[config.mk]
export PLATFORM = sky130hd
export DESIGN_NAME = mem_arbiter
export DESIGN_NICKNAME = d
export VERILOG_FILES = /design/src/rtl/mem_arbiter.sv
export SDC_FILE = /design/constraint.sdc
export NUM_CORES = 1
export LEC_CHECK = 0
export CORE_ASPECT_RATIO = 0.8
export CORE_MARGIN = 3
export CORE_UTILIZATION = 37
export CTS_CLUSTER_DIAMETER = 30
export DETAILED_ROUTE_END_ITERATION = 7
export PLACE_DENSITY = 0.78
export SYNTH_ARGS = -nofsm -noshare
export SYNTH_HDL_FRONTEND = slang
export SYNTH_SLANG_ARGS = --single-unit
[constraint.sdc]
create_clock -name clk -period 1.59 [get_ports clk]
set_input_delay 0.159 -clock clk [delete_from_list [all_inputs] [get_ports clk]]
set_output_delay 0.159 -clock clk [all_outputs]
set_load 0.01 [all_outputs]
[src/rtl/mem_arbiter.sv]
// -----------------------------------------------------------------------------
// mem_arbiter
//   Shares one single-outstanding memory port between an instruction-fetch
//   port and a data (load/store) port. Data normally wins a tie; fetch is
//   forced through once it has lost MAX_IF_WAIT consecutive contests.
//
// Ports
//   clk, rst                 clock, asynchronous active-low reset
//   if_request/if_addr       fetch request and address
//   if_rdata/if_valid        fetched word and one-cycle completion pulse
//   dm_request/dm_we_re/     data request, 1=store, byte mask, address,
//   dm_mask/dm_addr/dm_wdata store data
//   dm_rdata/dm_valid        load word and one-cycle completion pulse
//   mem_request/mem_we_re/   shared memory command, held constant while
//   mem_mask/mem_addr/       a transaction is outstanding
//   mem_wdata
//   mem_rdata/mem_data_valid memory response
//   stall_if/stall_mem       combinational pipeline stall requests
// -----------------------------------------------------------------------------
module mem_arbiter #(
    parameter int unsigned MAX_IF_WAIT = 4
) (
    input  logic        clk,
    input  logic        rst,
    input  logic        if_request,
    input  logic [31:0] if_addr,
    output logic [31:0] if_rdata,
    output logic        if_valid,
    input  logic        dm_request,
    input  logic        dm_we_re,
    input  logic [3:0]  dm_mask,
    input  logic [31:0] dm_addr,
    input  logic [31:0] dm_wdata,
    output logic [31:0] dm_rdata,
    output logic        dm_valid,
    output logic        mem_request,
    output logic        mem_we_re,
    output logic [3:0]  mem_mask,
    output logic [31:0] mem_addr,
    output logic [31:0] mem_wdata,
    input  logic [31:0] mem_rdata,
    input  logic        mem_data_valid,
    output logic        stall_if,
    output logic        stall_mem
);

    localparam logic [1:0] IDLE    = 2'd0;
    localparam logic [1:0] BUSY_IF = 2'd1;
    localparam logic [1:0] BUSY_DM = 2'd2;

    localparam logic [3:0] MAX_WAIT = 4'(MAX_IF_WAIT);

    logic [1:0]  state_q,    state_d;
    logic [3:0]  starve_q,   starve_d;
    logic        if_valid_q, if_valid_d;
    logic        dm_valid_q, dm_valid_d;
    logic        we_q,       we_d;
    logic [3:0]  mask_q,     mask_d;
    logic [31:0] addr_q,     addr_d;
    logic [31:0] wdata_q,    wdata_d;
    logic [31:0] if_rdata_q, if_rdata_d;
    logic [31:0] dm_rdata_q, dm_rdata_d;

    // A port whose valid pulse is high this cycle has just been served; its
    // request is still the old one, so it must not be granted again.
    logic if_elig, dm_elig, force_if, grant_if, grant_dm;

    assign if_elig  = if_request & ~if_valid_q;
    assign dm_elig  = dm_request & ~dm_valid_q;
    assign force_if = if_elig & (starve_q == MAX_WAIT);
    assign grant_dm = (state_q == IDLE) & dm_elig & ~force_if;
    assign grant_if = (state_q == IDLE) & if_elig & ~grant_dm;

    always_comb begin
        // NOTE: every output of this block gets a default first so no path
        // leaves a variable unassigned, which would infer a latch.
        state_d    = state_q;
        starve_d   = starve_q;
        if_valid_d = 1'b0;
        dm_valid_d = 1'b0;
        we_d       = we_q;
        mask_d     = mask_q;
        addr_d     = addr_q;
        wdata_d    = wdata_q;
        if_rdata_d = if_rdata_q;
        dm_rdata_d = dm_rdata_q;

        case (state_q)
            IDLE: begin
                // mem_data_valid is deliberately not looked at here.
                if (grant_dm) begin
                    state_d = BUSY_DM;
                    we_d    = dm_we_re;
                    mask_d  = dm_mask;
                    addr_d  = dm_addr;
                    wdata_d = dm_wdata;
                    // Only a contest that fetch lost counts towards starvation.
                    if (if_elig && (starve_q != MAX_WAIT)) begin
                        starve_d = 4'(starve_q + 4'd1);
                    end
                end else if (grant_if) begin
                    state_d  = BUSY_IF;
                    we_d     = 1'b0;
                    mask_d   = 4'b1111;
                    addr_d   = if_addr;
                    starve_d = 4'd0;
                end
            end
            BUSY_IF: begin
                if (mem_data_valid) begin
                    state_d    = IDLE;
                    if_valid_d = 1'b1;
                    if_rdata_d = mem_rdata;
                end
            end
            BUSY_DM: begin
                if (mem_data_valid) begin
                    state_d    = IDLE;
                    dm_valid_d = 1'b1;
                    // A store returns no data; keep the last load word.
                    if (!we_q) begin
                        dm_rdata_d = mem_rdata;
                    end
                end
            end
            default: state_d = IDLE;
        endcase
    end

    // NOTE: state registers use non-blocking assignments so every flop
    // samples the pre-edge value of every other flop.
    always_ff @(posedge clk or negedge rst) begin
        if (!rst) begin
            state_q    <= IDLE;
            starve_q   <= 4'd0;
            if_valid_q <= 1'b0;
            dm_valid_q <= 1'b0;
            we_q       <= 1'b0;
            mask_q     <= 4'd0;
            addr_q     <= 32'd0;
            wdata_q    <= 32'd0;
            if_rdata_q <= 32'd0;
            dm_rdata_q <= 32'd0;
        end else begin
            state_q    <= state_d;
            starve_q   <= starve_d;
            if_valid_q <= if_valid_d;
            dm_valid_q <= dm_valid_d;
            we_q       <= we_d;
            mask_q     <= mask_d;
            addr_q     <= addr_d;
            wdata_q    <= wdata_d;
            if_rdata_q <= if_rdata_d;
            dm_rdata_q <= dm_rdata_d;
        end
    end

    assign mem_request = (state_q != IDLE);
    assign mem_we_re   = we_q;
    assign mem_mask    = mask_q;
    assign mem_addr    = addr_q;
    assign mem_wdata   = wdata_q;
    assign if_valid    = if_valid_q;
    assign dm_valid    = dm_valid_q;
    assign if_rdata    = if_rdata_q;
    assign dm_rdata    = dm_rdata_q;
    assign stall_if    = if_request & ~if_valid_q;
    assign stall_mem   = dm_request & ~dm_valid_q;

endmodule

Fig. 1: power grid
Pins as bars on the die edge.
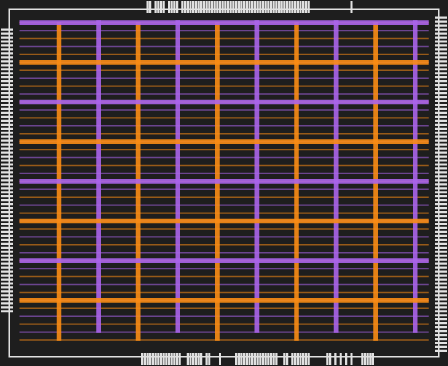
VDD: in purple. VSS: in orange.
10 straps on met4. The core has 40 rows. 41 met1 rails follow the rows.
Max IR drop VDD: 1.32 mV
chip height: 119 um

Fig. 2: sequential cells colored by netlist name
Other sequential cells in the stronger gray, the rest of the logic in the fainter gray.
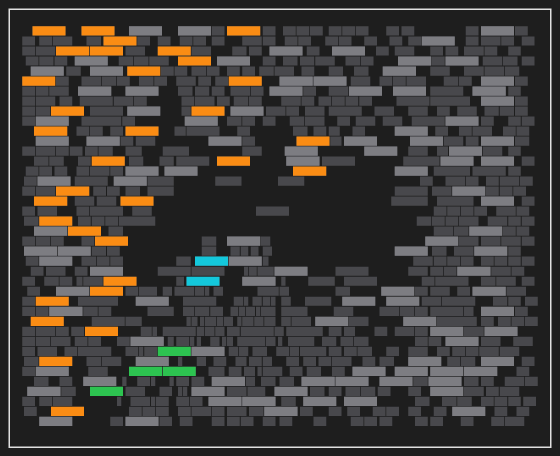
mem_mask: in green, flops 4, where south-west. dm_rdata: in orange, flops 32. state_q: in cyan, flops 2.
Another 103 sequential cells are not colored.
sequential cell area share: 33.3%
Final Util: 69.4%
Flop area: 3530 um^2

Fig. 3: met1 routing
Supply wires on this layer in gray.
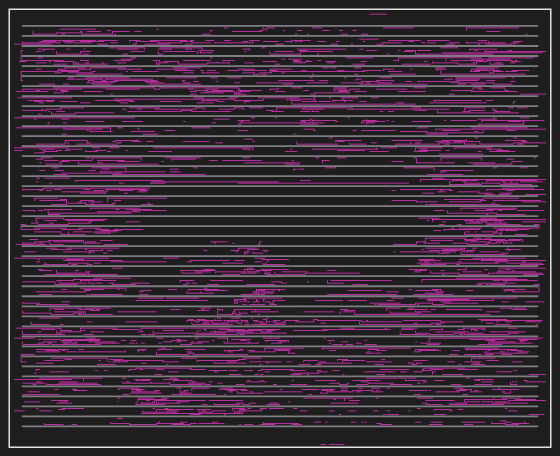
The layer carries 7720 um of wire. The wires run mostly horizontal. 768 nets have wire on it. The longest straight run is 46.5 um. The layer holds 40% of the routed length.

Fig. 4: gate families picked out
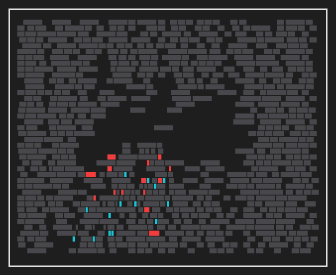
inv cells: in cyan, cells 14, most used inv_1. nand cells: in red, cells 14, most used nand2_1.
most instantiated logic cell after routing: clkdlybuf4s50_1
fin cells: 931

==> run notes <==
flow finished, numbers: Crit path largest cell delay around 0.4 ns, H-tree depth 4, final wirelength around 19000 um, power density over the cells about 2100 nW/um^2, Yosys top cell by area dfrtp_1, met3 usage in global routing 8.24%, dpl cells 874, clk sinks 141, nature of the critical path startpoint flop, clock tree buffer depth 2, Post-Place Setup Slack -0.266 ns, Max Clock Skew around 0.010 ns, Setup-failing EPs final 101, total CTS buffers 17, Simple Share, Synth under 10%, clock latency on the worst-skew pair a little over 0.4 ns, worst rel slew slack 76.2%, Post-synth EDFFs 0, die area around 17000 um^2, Initial DRC Count 137, met2 global-route usage a little over a third, critical path type reg2reg, combinational share of power 51.7%, Post-Syn Area a little under 6000 um^2, switching share of power between 30% and 40%, Compound Share, Synth 1.49%, Pleak slightly below 0.005 uW, Fin Hold WS between 0.15 and 0.2 ns, grt peak-use layer met2, Die Span X between 100 and 150 um, Init Core Util approximately two fifths, failing checks negative setup slack, Commonest flop dfrtp_1, Worst path most repeated cell buf_12, # IOs 276, vias per cell ~4.7, Unique cell types 30, Fin Setup TNS -17.45 ns, Power Total around 22000 uW, CP Depth 8, switching pwr ~6700 uW, WL per Instance ~20 um, DRC viols 0, final hold viol count 0, non-clk buf share between 30% and 40%, GRT Util Overall 20.7%, RSZ-0062 raised after global routing yes, n_taps approximately 210, Comb group 11500 uW, share of layout cells above drive strength 1 34.7%, crit path cell chain inv_2 > ha_4 > nand3b_1 > o211ai_4 > buf_12 > buf_12 > clkbuf_16 > mux2_4, combinational share of cell area 24.1%, FF-to-FF Start starve_q[1], number of max-cap violations 0, top power group combinational cells, Syn Inst Count 379, Hold Crit Class in2async, Routed Antenna Nets 0, number of clock buffers in the layout 17, root buf cell clkbuf_16, Slowest-stage cell, CP dfrtp_1, crit-path leading delay family buffers and inverters, final instance area between 10000 and 15000 um^2, cells in synth_stat.txt 379, Final WS setup -0.276 ns, tool warnings 32, Flops after synth approximately 140, Biggest Area Class non-clock buffers, cts repair resizes slightly above 60, outcome finished, violations left, vias in the first global route about 5000, Synth Area per Inst roughly 15 um^2, port buffer count 275, Worst-path clk slew 0.06 ns, CP endpoint kind flop, FILL cells about 1000, Layout area overhead 80.8%, XOR/XNOR Area Share 0%, Post-synth ARST share 100%, Final Max Slew Viols 0, arrival time worst endpoint about 2.2 ns, Floorplan Nets roughly 520, Placeable Area approximately 15000 um^2, Yosys Chip Area approximately 5900 um^2, Top cells excl fill/tap clkdlybuf4s50_1 (268), dfrtp_1 (141), mux2_4 (93), mux2_2 (54), Final Cycle Share 117%, gr ovfl total 0, Synth Seq Share between 60% and 70%, Synth warnings 0, CTS tree built, Net count, final about 850, Reg2Reg Setup Slack -0.28 ns, initial antenna violation count 0, DR vias approximately 4400, Worst-Margin Slew 0.352 ns, largest net degree at the start of global routing roughly 46, Final clock-cell share around 6%, Pint ~15000 uW, Post-DP HPWL ~12000 um, Buf/Inv on CP 4, top post-synthesis cells by count dfrtp_1 (141), mux2_2 (130), mux2_1 (20), met1 WL between 7000 and 8000 um, Max-area cell share about three fifths, most frequent cell after synthesis dfrtp_1, met3 routed WL around 1600 um, top cells by area dfrtp_1 (60%), mux2_2 (25%), mux2_1 (3.8%), mux2_4 (2.6%), ha_1 (1.1%), Signal inverters 14, logic area around 2500 um^2, CP required approximately 1.9 ns, CP Launch Point starve_q[1], hold_buf cts 1, area post-placement between 9000 and 10000 um^2, Top Layer Used met4, n_diodes 0, Top logic family multiplexers, min cycle time layout 1.87 ns, metal2 WL around 9600 um, routing usage on met1 approximately 24%, first-pass GRT wire length around 28000 um, multi-input gates about 200, Reg2Reg Depth 8, Reg power frac 29.1%
Power and IR drop assume default switching activity.
